Fig. 1: power grid
The bar under the picture is 50 µm long. Pins as bars on the die edge. Tap cells in grey.
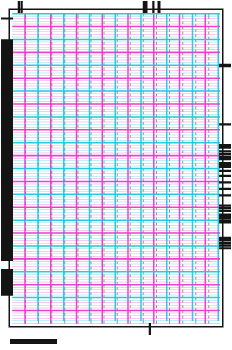
Fig. 2: placed cells, one colour a class
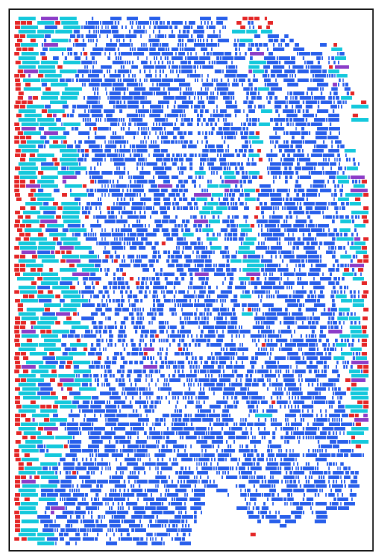
Fig. 3: clock distribution
The bar under the picture is 50 µm long.
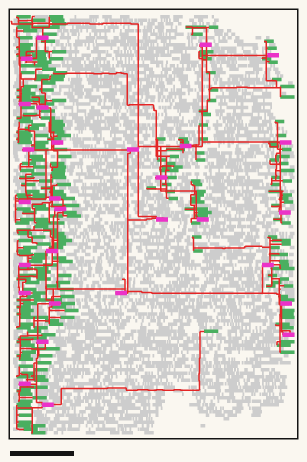
Fig. 4: metal layers overlaid
The bar under the picture is 50 µm long. Only two layers are drawn.
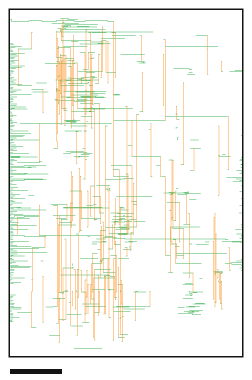
Fig. 5: clock nets
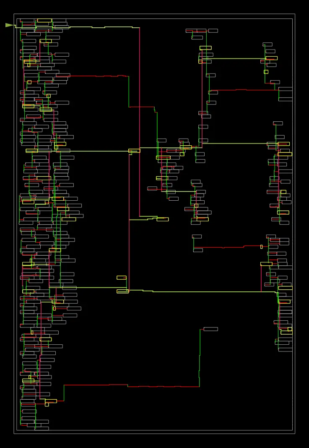
## src/rtl/poly_voice_mix_pkg.sv

```systemverilog
// Shared types and sizing helpers for the polyphonic voice mixer.
package poly_voice_pkg;

  // How the two oscillator samples of a voice are combined.
  typedef enum logic [1:0] {
    MODE_SUM  = 2'd0,
    MODE_OSC0 = 2'd1,
    MODE_RING = 2'd2,
    MODE_DIFF = 2'd3
  } mix_mode_e;

  // Mix sequencer states.
  typedef enum logic [2:0] {
    ST_IDLE   = 3'd0,
    ST_RUN    = 3'd1,
    ST_DRAIN  = 3'd2,
    ST_MASTER = 3'd3,
    ST_SAT    = 3'd4
  } mix_state_e;

  // Accumulator width: one W-bit term per voice plus a sign guard bit.
  function automatic int unsigned acc_width(input int unsigned w, input int unsigned n);
    return w + $clog2(n) + 1;
  endfunction

  // Voice index width; never narrower than one bit.
  function automatic int unsigned idx_width(input int unsigned n);
    return (n > 1) ? $clog2(n) : 1;
  endfunction

endpackage

```

## src/rtl/poly_voice_mix_combine.sv

```systemverilog
// Combines one oscillator pair into a single W-bit signed sample.
module voice_combine
  import poly_voice_pkg::*;
#(
  parameter int unsigned W = 16
) (
  input  logic signed [W-1:0] osc0,
  input  logic signed [W-1:0] osc1,
  input  mix_mode_e           mode,
  output logic signed [W-1:0] c
);

  logic signed [W:0]     sum_w;
  logic signed [W:0]     diff_w;
  logic signed [2*W-1:0] osc0_x;
  logic signed [2*W-1:0] osc1_x;
  logic signed [2*W-1:0] ring_w;
  logic                  unused_bits;

  // Halved sum/difference and Q1.(W-1) ring product, selected by mode.
  always_comb begin
    sum_w  = {osc0[W-1], osc0} + {osc1[W-1], osc1};
    diff_w = {osc0[W-1], osc0} - {osc1[W-1], osc1};
    osc0_x = {{W{osc0[W-1]}}, osc0};
    osc1_x = {{W{osc1[W-1]}}, osc1};
    ring_w = osc0_x * osc1_x;
    unused_bits = ^{sum_w[0], diff_w[0], ring_w[W-2:0]};
    c = osc0;
    case (mode)
      MODE_SUM:  c = sum_w[W:1];
      MODE_OSC0: c = osc0;
      MODE_RING: begin
        // Only (-max)*(-max) sets bit 2W-2 without the sign bit.
        if (ring_w[2*W-1] != ring_w[2*W-2]) begin
          c = {1'b0, {(W-1){1'b1}}};
        end else begin
          c = ring_w[2*W-2:W-1];
        end
      end
      MODE_DIFF: c = diff_w[W:1];
      default:   c = osc0;
    endcase
  end

endmodule

```

## src/rtl/poly_voice_mix.sv

```systemverilog
// Time-multiplexed voice mixer: snapshot, per-voice env scaling through
// one shared multiplier, accumulation, master gain and saturation.
module poly_voice_mix
  import poly_voice_pkg::*;
#(
  parameter int unsigned NUM_VOICES = 4,
  parameter int unsigned W          = 16
) (
  input  logic                  Clk,
  input  logic                  Reset,
  input  logic                  sample_tick,
  input  logic [NUM_VOICES*W-1:0] osc0_in,
  input  logic [NUM_VOICES*W-1:0] osc1_in,
  input  logic [NUM_VOICES*W-1:0] env_in,
  input  logic [NUM_VOICES-1:0] voice_en,
  input  logic [1:0]            mode,
  input  logic [W-1:0]          master_gain,
  input  logic                  overrun_clr,
  output logic [W-1:0]          out,
  output logic                  out_valid,
  output logic                  busy,
  output logic                  overrun
);

  localparam int unsigned A  = acc_width(W, NUM_VOICES);
  localparam int unsigned IW = idx_width(NUM_VOICES);
  localparam int unsigned PW = 2*W + 1;
  localparam int unsigned MW = A + W + 1;

  mix_state_e state_q, state_d;
  logic [IW-1:0] idx_q, idx_d;

  logic [NUM_VOICES*W-1:0] osc0_s_q, osc0_s_d;
  logic [NUM_VOICES*W-1:0] osc1_s_q, osc1_s_d;
  logic [NUM_VOICES*W-1:0] env_s_q, env_s_d;
  logic [NUM_VOICES-1:0]   en_s_q, en_s_d;
  mix_mode_e               mode_s_q, mode_s_d;
  logic [W-1:0]            gain_s_q, gain_s_d;
  logic                    snap_load;

  logic signed [W-1:0] p_q, p_d;
  logic                p_valid_q, p_valid_d;
  logic signed [A-1:0] acc_q, acc_d;
  logic signed [A-1:0] m_q, m_d;
  logic [W-1:0]        out_q, out_d;
  logic                out_valid_q, out_valid_d;
  logic                overrun_q, overrun_d;

  logic [31:0]          sel_base;
  logic signed [W-1:0]  cur_osc0, cur_osc1, comb_c;
  logic [W-1:0]         cur_env;
  logic                 cur_en;
  logic signed [PW-1:0] env_a, env_b, env_prod;
  logic signed [MW-1:0] mst_a, mst_b, mst_prod;
  logic [A-W:0]         m_hi;
  logic                 unused_bits;

  // Pick the current voice out of the snapshot.
  always_comb begin
    sel_base = W * 32'(idx_q);
    cur_osc0 = osc0_s_q[sel_base +: W];
    cur_osc1 = osc1_s_q[sel_base +: W];
    cur_env  = env_s_q[sel_base +: W];
    cur_en   = en_s_q[idx_q];
  end

  voice_combine #(.W(W)) u_combine (
    .osc0 (cur_osc0),
    .osc1 (cur_osc1),
    .mode (mode_s_q),
    .c    (comb_c)
  );

  // Shared multipliers; unsigned operands are zero-extended so the signed
  // product is exact, then the W fractional bits are dropped (floor).
  always_comb begin
    env_a    = {{(W+1){comb_c[W-1]}}, comb_c};
    env_b    = {{(W+1){1'b0}}, cur_env};
    env_prod = env_a * env_b;
    mst_a    = {{(W+1){acc_q[A-1]}}, acc_q};
    mst_b    = {{(A+1){1'b0}}, gain_s_q};
    mst_prod = mst_a * mst_b;
    m_hi     = m_q[A-1:W-1];
    unused_bits = ^{env_prod[PW-1:2*W], env_prod[W-1:0],
                    mst_prod[MW-1:A+W], mst_prod[W-1:0]};
  end

  // Snapshot capture on an accepted tick, otherwise hold.
  always_comb begin
    osc0_s_d = osc0_s_q;
    osc1_s_d = osc1_s_q;
    env_s_d  = env_s_q;
    en_s_d   = en_s_q;
    mode_s_d = mode_s_q;
    gain_s_d = gain_s_q;
    if (snap_load) begin
      osc0_s_d = osc0_in;
      osc1_s_d = osc1_in;
      env_s_d  = env_in;
      en_s_d   = voice_en;
      mode_s_d = mix_mode_e'(mode);
      gain_s_d = master_gain;
    end
  end

  // Sequencer, two-stage voice pipeline, master gain and saturation.
  always_comb begin
    state_d     = state_q;
    idx_d       = idx_q;
    p_d         = p_q;
    p_valid_d   = 1'b0;
    acc_d       = acc_q;
    m_d         = m_q;
    out_d       = out_q;
    out_valid_d = 1'b0;
    snap_load   = 1'b0;

    // Stage 2 runs whenever stage 1 produced a term last cycle.
    if (p_valid_q) begin
      acc_d = acc_q + {{(A-W){p_q[W-1]}}, p_q};
    end

    case (state_q)
      ST_IDLE: begin
        if (sample_tick) begin
          snap_load = 1'b1;
          acc_d     = '0;
          idx_d     = '0;
          state_d   = ST_RUN;
        end
      end
      ST_RUN: begin
        p_d       = cur_en ? env_prod[2*W-1:W] : '0;
        p_valid_d = 1'b1;
        if (idx_q == IW'(NUM_VOICES - 1)) begin
          state_d = ST_DRAIN;
        end else begin
          idx_d = idx_q + 1'b1;
        end
      end
      ST_DRAIN: begin
        state_d = ST_MASTER;
      end
      ST_MASTER: begin
        m_d     = mst_prod[A+W-1:W];
        state_d = ST_SAT;
      end
      ST_SAT: begin
        if ((&m_hi) || !(|m_hi)) begin
          out_d = m_q[W-1:0];
        end else if (m_q[A-1]) begin
          out_d = {1'b1, {(W-1){1'b0}}};
        end else begin
          out_d = {1'b0, {(W-1){1'b1}}};
        end
        out_valid_d = 1'b1;
        state_d     = ST_IDLE;
      end
      default: state_d = ST_IDLE;
    endcase
  end

  // Sticky overrun; a new illegal tick beats a simultaneous clear.
  always_comb begin
    overrun_d = overrun_q;
    if (sample_tick && (state_q != ST_IDLE)) begin
      overrun_d = 1'b1;
    end else if (overrun_clr) begin
      overrun_d = 1'b0;
    end
  end

  // Control and datapath registers.
  always_ff @(posedge Clk) begin
    if (Reset) begin
      state_q     <= ST_IDLE;
      idx_q       <= '0;
      p_q         <= '0;
      p_valid_q   <= 1'b0;
      acc_q       <= '0;
      m_q         <= '0;
      out_q       <= '0;
      out_valid_q <= 1'b0;
      overrun_q   <= 1'b0;
    end else begin
      state_q     <= state_d;
      idx_q       <= idx_d;
      p_q         <= p_d;
      p_valid_q   <= p_valid_d;
      acc_q       <= acc_d;
      m_q         <= m_d;
      out_q       <= out_d;
      out_valid_q <= out_valid_d;
      overrun_q   <= overrun_d;
    end
  end

  // Snapshot registers carry no reset; they are always loaded before use.
  always_ff @(posedge Clk) begin
    osc0_s_q <= osc0_s_d;
    osc1_s_q <= osc1_s_d;
    env_s_q  <= env_s_d;
    en_s_q   <= en_s_d;
    mode_s_q <= mode_s_d;
    gain_s_q <= gain_s_d;
  end

  assign out       = out_q;
  assign out_valid = out_valid_q;
  assign busy      = (state_q != ST_IDLE);
  assign overrun   = overrun_q;

endmodule

```

## config.mk

```make
export PLATFORM = sky130hd
export DESIGN_NAME = poly_voice_mix
export DESIGN_NICKNAME = d
export VERILOG_FILES = /design/src/rtl/poly_voice_mix_pkg.sv /design/src/rtl/poly_voice_mix_combine.sv /design/src/rtl/poly_voice_mix.sv
export SDC_FILE = /design/constraint.sdc
export NUM_CORES = 2
export LEC_CHECK = 0
export CORE_ASPECT_RATIO = 1.5
export CORE_MARGIN = 2
export CORE_UTILIZATION = 57
export CTS_CLUSTER_SIZE = 16
export DETAILED_ROUTE_END_ITERATION = 16
export GPL_ROUTABILITY_DRIVEN = 0
export PLACE_DENSITY_LB_ADDON = 0.08
export SYNTH_ARGS = -nofsm -noshare
export SYNTH_HDL_FRONTEND = slang
export SYNTH_SLANG_ARGS = --single-unit
```

## constraint.sdc

```tcl
create_clock -name Clk -period 41.6 [get_ports Clk]
set_clock_uncertainty 0.1 [all_clocks]
set_input_delay 6.24 -clock Clk [delete_from_list [all_inputs] [get_ports Clk]]
set_output_delay 6.24 -clock Clk [all_outputs]
set_load 0.005 [all_outputs]
```

==> results_slide.txt <==
Key Metrics from the Run

Layout
  – Largest registers: env_s_q (64), osc0_s_q (64), osc1_s_q (64)
  – Most frequent logic cell in the layout: inv_1
  – FF+latch count: 292
  – Top class by area: multi-input combinational cells
  – Finished Cell Area: 45,400 µm²
  – Nets@finish: 5,629

Detailed routing
  – Final wirelength: 107,000 µm
  – Vias: 29,100
  – Detail-routed via count per cell: 5.52
  – Routed length on met2: 57,300 µm

Synthesis
  – Cell Type Count: 78
  – Ys flops: 292
  – Comb area leader: adder cells
  – Syn. warnings: 0
  – Syn avg cell area: 9.86 µm²
  – Area leader, netlist: fa_1
  – Yosys stat area: 41,100 µm²
  – Post-Synth AOI/OAI Area: 5.30%
  – Synth Area in XOR/XNOR: 2.36%
  – Post-Syn Area: 41,100 µm²

Worst hold path
  – Worst Min Path Start: m_q[2]

Worst setup path
  – Worst Path Buf+Inv: 12
  – Reg2reg end: p_q[15]
  – CP max FO: 41
  – Critical Path End: p_q[15]
  – Startpoint Class: flop

Floorplan
  – Boundary Pins: 237

Clock tree
  – Clk buf depth: 3
  – Worst-path clk slew: 0.09 ns
  – CTS Root Cell: clkbuf_16
  – H-tree Lvls: 1

Outcome
  – Status: completed

Global route
  – Pin count of the biggest net entering global routing: 79
  – GRT overflow: 0
  – Vias in the first global route: 32,500

STA
  – Final setup violation count: 0
  – Period utilization: 40.7%
  – Minimum clock period: 16.92 ns
Back to the opening pictures, Fig. 1:
VDD: shown in cyan. VSS: shown in magenta.
915 tap cells. 16 straps on met4.
Die W: 223 µm
Die H: 333 µm

Back to the opening pictures, Fig. 2:
clock drivers and dummy loads: shown in purple, cells 53, share of their area 2.4%. flip-flops: shown in cyan, cells 292, share of their area 18%. other buffers and delay cells: shown in red, cells 285, share of their area 6.2%. all other logic: shown in blue, cells 3,729, share of their area 73%.

Back to the opening pictures, Fig. 3:
flip-flops: shown in green, count 292. clock wires: shown in red, length 4,250 µm. cells driving clock nets: shown in magenta, count 29.
Position of the flops: all over the die. There are 30 routed clock nets.

Back to the opening pictures, Fig. 4:
met3: shown in green, wire length 5,370 µm. met4: shown in orange, wire length 6,740 µm.

Back to the opening pictures, Fig. 5:
total clock sinks: 292
CTS Buf Count: 29

